## src/rtl/fb_hazard_ctl.sv

```systemverilog
// Firebird hazard controller: load-use/RAW stalls, redirect flushes, fetch waits, dmem freezes.
// Define FB_FORWARD_EN when EX/MEM->EX forwarding exists (only load-use stalls remain).
`timescale 1ns/1ps
module fb_hazard_ctl #(
  parameter int FLUSH_CYCLES = 1,
  parameter int CNT_W        = 16
) (
  input  logic             clk,
  input  logic             rst,
  input  logic [4:0]       id_rs1,
  input  logic [4:0]       id_rs2,
  input  logic             id_rs1_used,
  input  logic             id_rs2_used,
  input  logic [4:0]       ex_rd,
  input  logic             ex_reg_we,
  input  logic             ex_is_load,
  input  logic [4:0]       mem_rd,
  input  logic             mem_reg_we,
  input  logic             ex_redirect,
  input  logic             imem_ready,
  input  logic             dmem_busy,
  output logic             pc_we,
  output logic             ifid_we,
  output logic             ifid_lock,
  output logic             ifid_rst,
  output logic             idex_lock,
  output logic             idex_rst,
  output logic             exmem_lock,
  output logic [1:0]       state,
  output logic [CNT_W-1:0] stall_cnt
);

  typedef enum logic [1:0] {
    RUN   = 2'd0,
    FLUSH = 2'd1,
    DWAIT = 2'd2
  } state_e;

  localparam logic [1:0] FC = 2'(FLUSH_CYCLES);

  state_e           state_q, state_d, eff;
  logic [1:0]       fcnt_q, fcnt_d;
  logic [CNT_W-1:0] stall_q, stall_d;
  logic             hazard;

  function automatic logic dep(input logic [4:0] x);
    return (x != 5'd0) &&
           ((id_rs1_used && id_rs1 == x) ||
            (id_rs2_used && id_rs2 == x));
  endfunction

`ifdef FB_FORWARD_EN
  logic unused_mem;
  assign unused_mem = ^{mem_rd, mem_reg_we};
  assign hazard = ex_reg_we && ex_is_load && dep(ex_rd);
`else
  assign hazard = (ex_reg_we && dep(ex_rd)) ||
                  (mem_reg_we && dep(mem_rd));
`endif

  // The flush counter holds during a freeze, so it alone tells which state to resume.
  always_comb begin
    eff = state_q;
    if (state_q == DWAIT)
      eff = (fcnt_q != 2'd0) ? FLUSH : RUN;
  end

  always_comb begin
    pc_we      = 1'b1;
    ifid_we    = 1'b1;
    ifid_lock  = 1'b0;
    ifid_rst   = 1'b0;
    idex_lock  = 1'b0;
    idex_rst   = 1'b0;
    exmem_lock = 1'b0;
    state_d    = eff;
    fcnt_d     = fcnt_q;
    if (dmem_busy) begin
      pc_we      = 1'b0;
      ifid_lock  = 1'b1;
      idex_lock  = 1'b1;
      exmem_lock = 1'b1;
      state_d    = DWAIT;
    end else if (ex_redirect) begin
      ifid_rst = 1'b1;
      idex_rst = 1'b1;
      fcnt_d   = FC;
      state_d  = (FC != 2'd0) ? FLUSH : RUN;
    end else if (eff == FLUSH) begin
      ifid_rst = 1'b1;
      if (fcnt_q <= 2'd1) begin
        fcnt_d  = 2'd0;
        state_d = RUN;
      end else begin
        fcnt_d  = fcnt_q - 2'd1;
        state_d = FLUSH;
      end
    end else if (hazard) begin
      pc_we     = 1'b0;
      ifid_lock = 1'b1;
      idex_rst  = 1'b1;
    end else if (!imem_ready) begin
      pc_we    = 1'b0;
      ifid_rst = 1'b1;
    end
  end

  always_comb begin
    stall_d = stall_q;
    if (!pc_we && stall_q != {CNT_W{1'b1}})
      stall_d = stall_q + CNT_W'(1);
  end

  always_ff @(posedge clk or posedge rst) begin
    if (rst) begin
      state_q <= RUN;
      fcnt_q  <= 2'd0;
      stall_q <= '0;
    end else begin
      state_q <= state_d;
      fcnt_q  <= fcnt_d;
      stall_q <= stall_d;
    end
  end

  assign state     = state_q;
  assign stall_cnt = stall_q;

endmodule

```

## config.mk

```make
export PLATFORM = sky130hd
export DESIGN_NAME = fb_hazard_ctl
export DESIGN_NICKNAME = d
export VERILOG_FILES = /design/src/rtl/fb_hazard_ctl.sv
export SDC_FILE = /design/constraint.sdc
export NUM_CORES = 1
export LEC_CHECK = 0
export CELL_PAD_IN_SITES_DETAIL_PLACEMENT = 1
export CELL_PAD_IN_SITES_GLOBAL_PLACEMENT = 1
export CORE_ASPECT_RATIO = 0.7
export CORE_MARGIN = 1.5
export CORE_UTILIZATION = 41
export DETAILED_ROUTE_END_ITERATION = 10
export DONT_BUFFER_PORTS = 1
export MAX_ROUTING_LAYER = met4
export PLACE_DENSITY_LB_ADDON = 0.3
export SETUP_SLACK_MARGIN = 0.2
export SYNTH_ARGS = -nofsm -noshare
export SYNTH_HDL_FRONTEND = slang
export SYNTH_SLANG_ARGS = --single-unit
```

## constraint.sdc

```tcl
create_clock -name clk -period 2.83 [get_ports clk]
set_clock_uncertainty 0.15 [all_clocks]
set_input_delay 0.7075 -clock clk [delete_from_list [all_inputs] [get_ports clk]]
set_output_delay 0.7075 -clock clk [all_outputs]
set_load 0.05 [all_outputs]
```

Fig. 1: metal 2
Bar = 20 um.
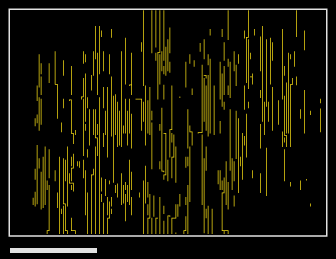
main direction	vertical
longest straight run	31.1 um
final routed wirelength across all metal layers: 3627 um
met2 Track Usage GR: 0.3457
total via count in the routed design: 1157

Fig. 2: metal 3
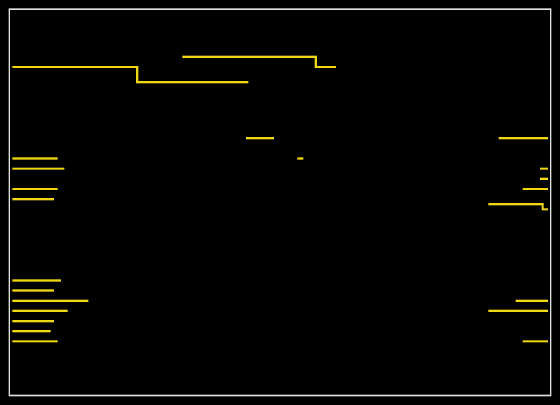
wire length on this layer	161 um
share of all routed wire	4.4%
longest straight run	17.7 um
M3 GR Usage: 0.05426

==> results.rst <==
Implementation results
======================

.. list-table::
   :header-rows: 1

   * - Metric
     - Value
   * - Clock network contribution to total cell area
     - 0.03245
   * - Peak supply drop
     - 397.1 uV
   * - Kind of cell with the highest combined delay on the critical path
     - AND-OR/OR-AND gates
   * - Crit share post-route
     - 1.041
   * - Final instance area
     - 0.001697 mm^2
   * - Post-route setup TNS
     - -0.2275 ns
   * - Total internal power
     - 0.0006894 W
   * - Pin count of the biggest net entering global routing
     - 21
   * - Number of buffers created by CTS
     - 3
   * - Classification of the worst-slack hold path
     - primary input to asynchronous set/reset pin
   * - Total global routing overflow
     - 0
   * - Mapped cell area
     - 0.001378 mm^2
   * - Combinational family with the most area after synthesis
     - simple AND/OR/NAND/NOR gates
   * - Fraction of power spent switching nets
     - 0.4507
   * - Via/cell ratio
     - roughly 5.5
   * - Cell Pwr Density
     - 739.8 mW/mm^2
   * - Share of flip-flops with an asynchronous set or reset
     - 1.000
   * - First drt pass iteration count
     - 3
   * - Count of H-tree levels built during CTS
     - 1
   * - Syn avg cell area
     - between 9 and 10 um^2
   * - Multiplexer area fraction after synthesis
     - 0.01090
   * - Gate power share
     - 0.510
   * - Critical path launch point
     - ex_rd[1]
   * - Clk Tree Root Cell
     - sky130_fd_sc_hd__clkbuf_8
   * - Kind of end point of the critical path
     - primary output
   * - Critical register-to-register path startpoint
     - fcnt_q[1]$_DFFE_PP0P_
   * - Buffer count from post-CTS setup fixing
     - 0
   * - Arrival time worst endpoint
     - ~2.1 ns
   * - Violations in the final reports
     - setup timing
   * - Tally of clock buffers in the finished layout
     - 4
   * - Post-cts gate resize count
     - 3
   * - Worst setup path class
     - primary input to primary output
   * - Sequential cell fraction of total power
     - 0.316
   * - Busiest layer in global routing
     - met2
   * - Final RePlAce weighted congestion
     - 0.7991
   * - CP bufs+invs
     - 1
   * - Stage-log warning count
     - 30
   * - Share of synthesized cell area in full adder, half adder and majority cells
     - 0.01635
   * - Compound-gate portion of the synthesized area
     - 0.08265
   * - Highest fanout seen on the critical path
     - 3
   * - Area used by multi-input combinational logic
     - 874.6 um^2
   * - Sequential area share after synthesis
     - 0.3633
   * - Clock latency reported for the late side of the worst-skew pair
     - 0.26 ns
   * - Critical path's slowest cell
     - sky130_fd_sc_hd__or4_4
   * - Crit path time final
     - 2.945 ns
   * - Static Leakage
     - ~0.68 nW
   * - Total cells reported by yosys after synthesis
     - 151
   * - Non-Clock Buffer Count
     - 23
   * - Synthesis warning total
     - 0
   * - Fraction of layout cells with a size suffix above 1
     - 0.2384
   * - Count of inverters other than clock inverters in the layout
     - 6
   * - Overall power after layout
     - 0.001255 W
   * - Count of cells along the worst register-to-register path
     - 7
   * - Number of sequential cells
     - 20
   * - Max reg flops
     - 16
   * - Comb group
     - between 0.0006 and 0.0007 W
   * - Worst hold margin
     - ~0.32 ns
   * - Cell type with the highest aggregate area in the netlist
     - sky130_fd_sc_hd__dfrtp_1
   * - Count of multi-input gates
     - 119
   * - Critical-path cell list
     - or4_4, o21a_1, a22o_4, o31ai_4, buf_12
   * - Fin. Hold Viols
     - 0
   * - Outcome
     - finished, violations left
   * - Num ports
     - 55
   * - Net count reported at finish
     - 204
   * - Count of mapped cells out of synthesis
     - around 150
   * - Capturing point of the worst reg2reg path
     - stall_cnt[14]$_DFFE_PP0P_
   * - Setup repair after global routing missed its margin
     - yes
   * - Post-synth net total
     - 182
   * - Area added between synthesis and finish
     - 23.16%
   * - Dominant cells by area after synthesis
     - sky130_fd_sc_hd__dfrtp_1, sky130_fd_sc_hd__xnor2_1, sky130_fd_sc_hd__nand2_1, sky130_fd_sc_hd__nand3_1, sky130_fd_sc_hd__nand4_1
   * - Worst Max-Slew Pin Slew
     - between 0.7 and 0.8 ns
   * - Max-area cell share
     - 0.3633
   * - Leading cell category by total area
     - multi-input combinational cells
   * - Number of slew-limit violations in the final report
     - 0
   * - Count of state elements after synthesis
     - 20
   * - Leading post-synthesis cells by instance count
     - sky130_fd_sc_hd__xnor2_1, sky130_fd_sc_hd__dfrtp_1, sky130_fd_sc_hd__nand2_1
   * - Most used standard cell by instance count after synthesis
     - sky130_fd_sc_hd__xnor2_1
   * - Core area
     - 0.003169 mm^2
   * - Global-route wire length before repair
     - 5975 um
   * - Finish-stage setup viols
     - 4
   * - Number of sinks on the clock net
     - 20
   * - Met1 Routed Length
     - 1771 um
   * - Post-route setup slack
     - -0.1147 ns
   * - Critical path's largest stage delay
     - 0.52 ns
   * - Die Ht
     - 51.50 um
   * - Diode count
     - 0
   * - Number of placed cells counting well taps
     - 205
   * - Initial antenna violation count
     - 0
   * - Max-cap violation count
     - 0
   * - Row count
     - 17
   * - Summed standard-cell area reported by yosys
     - 0.001378 mm^2
   * - Slack of the worst reg-to-reg path
     - 0.60 ns
   * - Post-route DRC
     - 0
   * - TritonCTS clock tree
     - done
   * - Count of flip-flops with a built-in enable after synthesis
     - 0
   * - Top metal layer carrying routed signals
     - met4
   * - Post-cts hold-fix buffer tally
     - 0
   * - Die boundary width
     - roughly 72 um
   * - Met2 routed wirelength
     - roughly 1700 um
   * - Biggest consumer
     - combinational cells
   * - Clock-pin slew on the worst setup and hold paths
     - roughly 0.070 ns
   * - Total die size
     - 0.003722 mm^2
   * - Type of origin of the critical path
     - primary input
   * - Upper clock frequency limit
     - 0.3396 GHz
   * - Post-placement setup slack
     - -0.1488 ns
   * - Count of buffers from port buffering
     - 0
   * - Final routed wire length divided by cell count
     - 17.27 um
   * - Met1 usage in global routing
     - 0.2868
   * - Top logic cells by instance count in the layout
     - sky130_fd_sc_hd__xnor2_1, sky130_fd_sc_hd__dfrtp_1, sky130_fd_sc_hd__buf_4
   * - Power in the clock group
     - 0.000219 W
   * - Net switching power
     - 0.0005657 W
   * - Placed wire-length estimate after detailed placement
     - between 2000 and 3000 um
   * - Init Core Util
     - 0.4347
   * - Data required time at the worst endpoint
     - 1.97 ns
   * - Relative slew slack
     - 0.4926
   * - Total met3 wirelength after detailed routing
     - 160 um
   * - Post-synthesis share of cell area spent on and, or, nand and nor gates
     - 0.2589
   * - Clock network fraction of design power
     - 0.175
   * - Filler Cells Inserted
     - 365
   * - Vias in the first global route
     - 1260
   * - Global router's overall resource usage
     - 0.2167
   * - Worst Setup EP
     - ifid_rst
   * - Distinct cell type count after synthesis
     - 38
   * - Antenna-violating nets left
     - 0
   * - Largest buffer count on any clock path
     - 2
   * - Placed Instance Area
     - about 0.0016 mm^2
   * - Number of tap cells inserted
     - 38
   * - CP Depth
     - 5
   * - Xor+xnor area frac
     - 0.2225
   * - Layout Utilization
     - 0.5353
   * - Prevailing post-synth register cell
     - sky130_fd_sc_hd__dfrtp_1
   * - Number of design-rule violations left by the first detailed-router iteration
     - 39
   * - Non-clk buf share
     - 0.1158
Fig. 3: register map, names as in the netlist
Bar = 20 um.
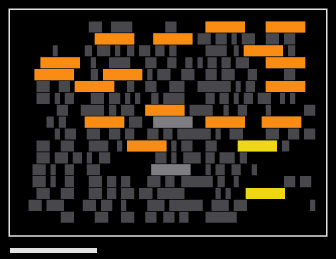
name in the netlist	color	placed flops
`stall_cnt`	orange	16
`state`	yellow	2
total sequential power: 0.000396 W
Register Area: 500.5 um^2
share of the final layout cell area in sequential cells: 0.2950

Fig. 4: gate families picked out
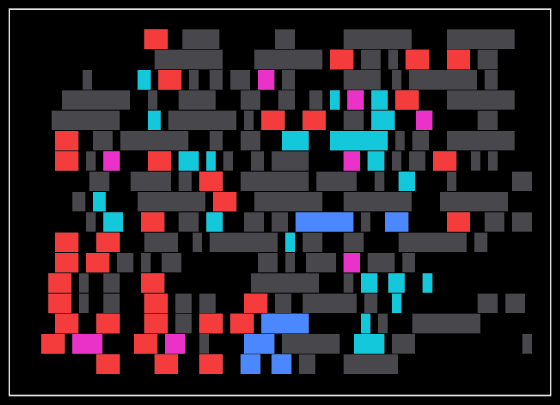
family	color	cells	most used
non-inverting ao/oa cells	blue	6	o21a_1
and/or cells	magenta	8	and3_1
nor cells	cyan	21	nor2_1
xor and xnor cells	red	35	xnor2_1
most numerous logic cell after layout: sky130_fd_sc_hd__xnor2_1
logic share of the area: 0.5155
Post-Layout Cell Count: 210

Power figures rest on the tool's default switching activity, not on a simulated workload.
